[src/rtl/booth_r4_seq_ctrl_if.sv]
// Operand/product handshake bundle for the radix-4 Booth multiplier controller.
// The slave modport is the controller; the master modport is the source/consumer side.
interface booth_r4_seq_ctrl_if #(
    parameter int WIDTH = 8
);
    logic                 i_valid;
    logic                 o_ready;
    logic [WIDTH-1:0]     i_multiplicand;
    logic [WIDTH-1:0]     i_multiplier;
    logic                 o_valid;
    logic                 i_ready;
    logic [2*WIDTH-1:0]   o_product;
    logic                 o_busy;

    modport slave (
        input  i_valid,
        input  i_multiplicand,
        input  i_multiplier,
        input  i_ready,
        output o_ready,
        output o_valid,
        output o_product,
        output o_busy
    );

    modport master (
        output i_valid,
        output i_multiplicand,
        output i_multiplier,
        output i_ready,
        input  o_ready,
        input  o_valid,
        input  o_product,
        input  o_busy
    );
endinterface

[src/rtl/booth_r4_seq_ctrl.sv]
// Sequential radix-4 Booth multiplier: one Booth digit retired per clock, signed
// WIDTH x WIDTH operands in, exact 2*WIDTH-bit product out, valid/ready on both sides.
module booth_r4_seq_ctrl #(
    parameter int WIDTH = 8
) (
    input  logic                 i_clk,
    input  logic                 i_rst,
    booth_r4_seq_ctrl_if.slave   bus
);
    localparam int ITER = WIDTH / 2;
    localparam int PW   = 2 * WIDTH;
    localparam int DW   = $clog2(ITER);

    typedef enum logic [1:0] {
        S_IDLE = 2'd0,
        S_RUN  = 2'd1,
        S_DONE = 2'd2
    } state_t;

    state_t            state_q, state_d;
    logic [DW-1:0]     cnt_q, cnt_d;
    logic [WIDTH-1:0]  m_q, m_d;
    // Multiplier with the implicit Q[-1]=0 appended; shifted right two bits per digit.
    logic [WIDTH:0]    q_q, q_d;
    logic [PW-1:0]     acc_q, acc_d;

    logic [WIDTH:0]    neg_m;
    logic [WIDTH+1:0]  pp;
    logic [PW-1:0]     pp_ext;
    logic [PW-1:0]     shifted [ITER];

    // Negation one bit wider than M so that -(-2^(WIDTH-1)) stays exact.
    assign neg_m = ~{m_q[WIDTH-1], m_q} + (WIDTH+1)'(1);

    always_comb begin
        pp = '0;
        unique case (q_q[2:0])
            3'b001, 3'b010: pp = {{2{m_q[WIDTH-1]}}, m_q};
            3'b011:         pp = {m_q[WIDTH-1], m_q, 1'b0};
            3'b100:         pp = {neg_m, 1'b0};
            3'b101, 3'b110: pp = {neg_m[WIDTH], neg_m};
            default:        pp = '0;
        endcase
    end

    assign pp_ext = {{(PW-WIDTH-2){pp[WIDTH+1]}}, pp};

    generate
        for (genvar gi = 0; gi < ITER; gi++) begin : g_digit_shift
            assign shifted[gi] = pp_ext << (2 * gi);
        end
    endgenerate

    always_comb begin
        state_d = state_q;
        cnt_d   = cnt_q;
        m_d     = m_q;
        q_d     = q_q;
        acc_d   = acc_q;
        unique case (state_q)
            S_IDLE: begin
                if (bus.i_valid) begin
                    m_d     = bus.i_multiplicand;
                    q_d     = {bus.i_multiplier, 1'b0};
                    acc_d   = '0;
                    cnt_d   = '0;
                    state_d = S_RUN;
                end
            end
            S_RUN: begin
                acc_d = acc_q + shifted[cnt_q];
                q_d   = q_q >> 2;
                cnt_d = cnt_q + DW'(1);
                if (cnt_q == DW'(ITER - 1)) begin
                    state_d = S_DONE;
                end
            end
            S_DONE: begin
                if (bus.i_ready) begin
                    state_d = S_IDLE;
                end
            end
            default: state_d = S_IDLE;
        endcase
    end

    always_ff @(posedge i_clk) begin
        if (i_rst) begin
            state_q <= S_IDLE;
            cnt_q   <= '0;
            m_q     <= '0;
            q_q     <= '0;
            acc_q   <= '0;
        end else begin
            state_q <= state_d;
            cnt_q   <= cnt_d;
            m_q     <= m_d;
            q_q     <= q_d;
            acc_q   <= acc_d;
        end
    end

    // The accumulator doubles as the product register; it holds through IDLE.
    assign bus.o_ready   = (state_q == S_IDLE);
    assign bus.o_valid   = (state_q == S_DONE);
    assign bus.o_busy    = (state_q == S_RUN);
    assign bus.o_product = acc_q;
endmodule
[src/flat_wrapper.sv]
// flat-port wrapper written by rule: the top's interface ports become plain ports
module booth_r4_seq_ctrl_flat 
#(
    parameter int WIDTH = 8
)
  (i_clk, i_rst, bus_i_valid, bus_i_multiplicand, bus_i_multiplier, bus_i_ready, bus_o_ready, bus_o_valid, bus_o_product, bus_o_busy);
  booth_r4_seq_ctrl_if #(.WIDTH(WIDTH)) bus_i ();
  input  logic i_clk;
  input  logic i_rst;
  input wire logic [$bits(bus_i.i_valid)-1:0] bus_i_valid;
  input wire logic [$bits(bus_i.i_multiplicand)-1:0] bus_i_multiplicand;
  input wire logic [$bits(bus_i.i_multiplier)-1:0] bus_i_multiplier;
  input wire logic [$bits(bus_i.i_ready)-1:0] bus_i_ready;
  output wire logic [$bits(bus_i.o_ready)-1:0] bus_o_ready;
  output wire logic [$bits(bus_i.o_valid)-1:0] bus_o_valid;
  output wire logic [$bits(bus_i.o_product)-1:0] bus_o_product;
  output wire logic [$bits(bus_i.o_busy)-1:0] bus_o_busy;
  assign bus_i.i_valid = bus_i_valid;
  assign bus_i.i_multiplicand = bus_i_multiplicand;
  assign bus_i.i_multiplier = bus_i_multiplier;
  assign bus_i.i_ready = bus_i_ready;
  assign bus_o_ready = bus_i.o_ready;
  assign bus_o_valid = bus_i.o_valid;
  assign bus_o_product = bus_i.o_product;
  assign bus_o_busy = bus_i.o_busy;
  booth_r4_seq_ctrl #(.WIDTH(WIDTH)) u_core (.i_clk(i_clk), .i_rst(i_rst), .bus(bus_i));
endmodule
[config.mk]
export PLATFORM = sky130hd
export DESIGN_NAME = booth_r4_seq_ctrl_flat
export DESIGN_NICKNAME = d
export VERILOG_FILES = /design/src/rtl/booth_r4_seq_ctrl_if.sv /design/src/rtl/booth_r4_seq_ctrl.sv /design/src/flat_wrapper.sv
export SDC_FILE = /design/constraint.sdc
export NUM_CORES = 1
export LEC_CHECK = 0
export ABC_CLOCK_PERIOD_IN_PS = 3600
export CAP_MARGIN = 20
export CORE_UTILIZATION = 40
export DETAILED_ROUTE_END_ITERATION = 12
export GPL_ROUTABILITY_DRIVEN = 0
export GPL_TIMING_DRIVEN = 0
export RECOVER_POWER = 50
export SYNTH_ARGS = -nofsm -noshare
export SYNTH_HDL_FRONTEND = slang
export SYNTH_SLANG_ARGS = --single-unit
[constraint.sdc]
create_clock -name i_clk -period 3.6 [get_ports i_clk]
set_input_delay 0.54 -clock i_clk [delete_from_list [all_inputs] [get_ports i_clk]]
set_output_delay 0.54 -clock i_clk [all_outputs]
set_load 0.05 [all_outputs]
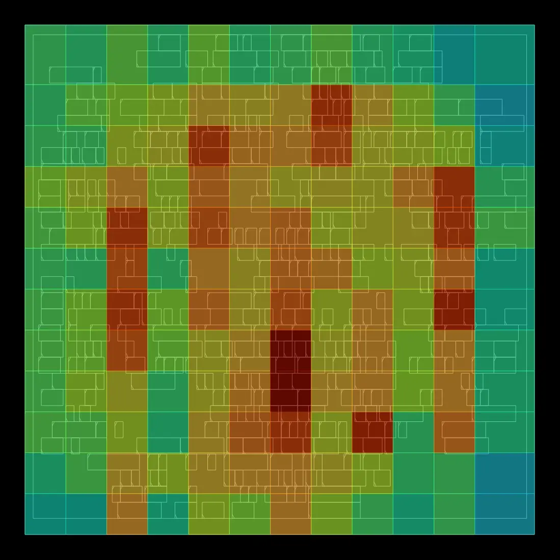
**Above:** track usage over the die.
Global Route met2 Usage: 38.53%
met1 Resource Use GR: 29.88%
GR peak layer: met2

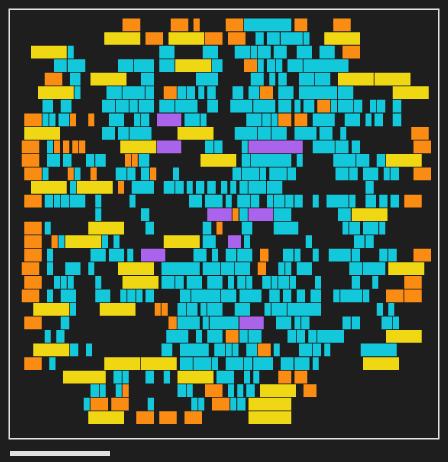
**Above:** placement by cell class.
Bar = 20 um.
other buffers and delay cells -> orange  # cells 71, share of their area 15%
flops -> yellow  # cells 37, share of their area 21%
clock drivers and dummy loads -> purple  # cells 8, share of their area 3.4%
combinational and other logic -> cyan  # cells 321, share of their area 60%

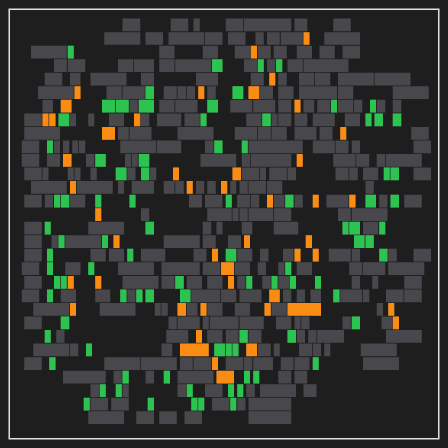
**Above:** gate-type map.
NOR gates -> orange  # cells 47
NAND gates -> green  # cells 89, where widely spread

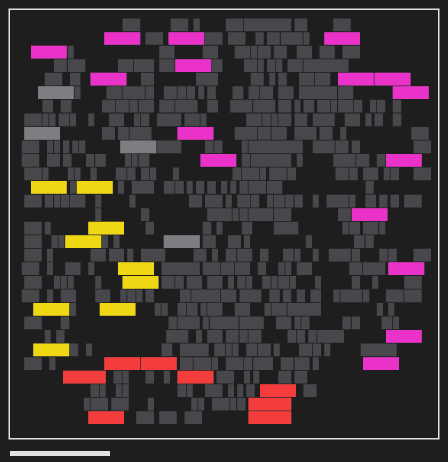
**Above:** sequential cells colored by netlist name.
Bar = 20 um. Other sequential cells in the stronger gray, the rest of the logic in the fainter gray.
u_core.m_q -> red  # sequential cells 8
u_core.bus.o_product -> magenta  # sequential cells 16, where widely spread
u_core.q_q -> yellow  # sequential cells 9

==> layout by cell type, fill, tap and decap left out, types with 4 or more instances in the layout <==
cell and count:
nand2_1 54, a21oi_2 5, mux2i_1 6, a311oi_1 6
nor2_1 35, a22o_1 8, a21oi_1 38, ha_1 16
a31oi_1 5, clkdlybuf4s50_1 32, o21ai_0 12, nand3_1 19
a21o_1 6, o21a_1 6, xnor2_1 9, inv_1 11
clkbuf_1 17, dlygate4sd3_1 5, buf_4 12, xor2_1 4
nand2b_1 10, o211ai_1 4, dfxtp_1 34, clkbuf_8 6
==> where the power goes <==
part	switching [W]	internal (W)	leakage [nW]
clock	0.000171	0.000226	0.0574
combinational	0.000269	0.000187	1.10
sequential	0.0000233	0.000432	0.304
==> flow_metrics.tcl <==
# implementation run metrics
set metrics [dict create \
    clock_area_share_pct 3.274 \
    wl_mm 7.954 \
    nClkBuffers 6 \
    syn_avg_cell_area_sq_um 7.383 \
    finClkSkew_ns 0.004969 \
    ys_sh_simple_pct 23.51 \
    final_hold_viol_count 0 \
    synth_chip_area_sq_mm 0.002820 \
    coreArea_sq_mm 0.006794 \
    numClockSinks 37 \
    holdPathStages 2 \
    slew_headroom_pct 37.07 \
    p_total_w 0.001308 \
    violations "negative setup slack" \
    finalSetupViolations 3 \
    wl_per_cell_um 14.92 \
    p_per_area_mw_per_mm2 356.4 \
    p_leak_nw 1.464 \
    slowest_delay_ns 0.52 \
    worst_slew_pin_slew_ns 0.9368 \
    postRouteAntennaNets 0 \
    stdcell_area_sq_mm 0.003669 \
    fp_util_pct 41.51 \
    ys_types 51 \
    endpoint "u_core.bus.o_product[12]" \
    fin_cells 533 \
    topCombFamilyByArea "AND-OR/OR-AND gates" \
    fillers 683 \
    cts_resized 26 \
    numCtsBuffers 5 \
    netlist_area_sq_mm 0.002820 \
    irDropWorstVdd_uv 195.4 \
    crit_path_top_delay_cell "or4_4" \
    drive_above_1_share_pct 12.59 \
    cp_cell_sequence "or4_4, o21a_1, or3_1, a21o_1, a31oi_4, a21oi_2, mux2i_1, ha_1, o21a_1, o21ai_2, a31oi_4, o311ai_4, nand2b_1, xor2_1, a22o_1" \
    highest_layer "met4" \
    die_h_um 85.97 \
    worst_slack_ns -0.1141 \
    clk_latency_ns 0.30 \
    maxCapViolCount 0 \
    wl_met2_mm 3.785 \
    required_ns 3.80 \
    wl_met3_um 329 \
    drt_pass1_iterations 5 \
    path_clk_slew_ns 0.08 \
    path_depth 15 \
    largest_reg_flops 16 \
    seq_cells 37 \
    tns_ns -0.2487 \
    grt_pass1_wl_mm 13.36 \
    use_met3_pct 2.502 \
    yosysSeqAreaShare_pct 26.26 \
    dominant_cells "logic gates" \
    final_util_pct 54.00 \
    status "complete, but fails checks" \
    async_reset_ff_share_pct 0 \
    period_minus_slack_ns 3.714 \
    drt-vias-per-instance 5.600 \
    min_from "u_core.q_q[8]" \
    yosys.area.top_type_share_pct 26.26 \
    drt_iter0_drc 234 \
    edf_count 0 \
    diodes 0 \
    fp_nets 421 \
    end_kind "flop" \
    regToRegEndpoint "u_core.bus.o_product[12]" \
    whs_ns 0.4730 \
    clockBufferDepth 2 \
    vias 2985 \
    crit_type "reg -> reg" \
    grt_usage_pct 22.57 \
    warning_count 29 \
    hold_path_class "reg -> reg" \
    ys_sh_mux_pct 3.682 \
    chip_area_sq_mm 0.007390 \
    cts_tree "yes" \
    drcViolationCount 0 \
    fa_ha_area_share_pct 8.696 \
    synthAoiAreaFrac_pct 27.95 \
    crit_start "u_core.m_q[1]" \
    htreeDepth 2 \
    seq_share_pct 20.50 \
    startpoint_type "flop" \
    yosysWarnings 0 \
    buffers 71 \
    combGateArea_sq_mm 0.002081 \
    grt_setup_unrepaired "yes" \
    port_buffers 37 \
    comb_cells 308 \
    cts_root_buf "clkbuf_8" \
    grt_max_degree 13 \
    nets 475 \
    antenna_found_initial 0 \
    non_clock_inverter_count 13 \
    synth-seq-cells 37 \
    dp_hpwl_mm 5.798 \
    critPathBufInv 0 \
    cp_top_family "AND-OR/OR-AND gates" \
    xor_share_pct 4.658 \
    dpl.cell_count 515 \
    buffer_area_share_pct 14.90 \
    crit_arrival_ns 3.91 \
    crit_fanout 6 \
    synth_top_cell_by_area "dfxtp_1" \
    postCtsSetupRepairBufs 9 \
    grt_overflow 0 \
    yosys_cells 382 \
    syn_to_final_growth_pct 30.08 \
    n_tap_cell 96 \
]
Power figures rest on the tool's default switching activity, not on a simulated workload.
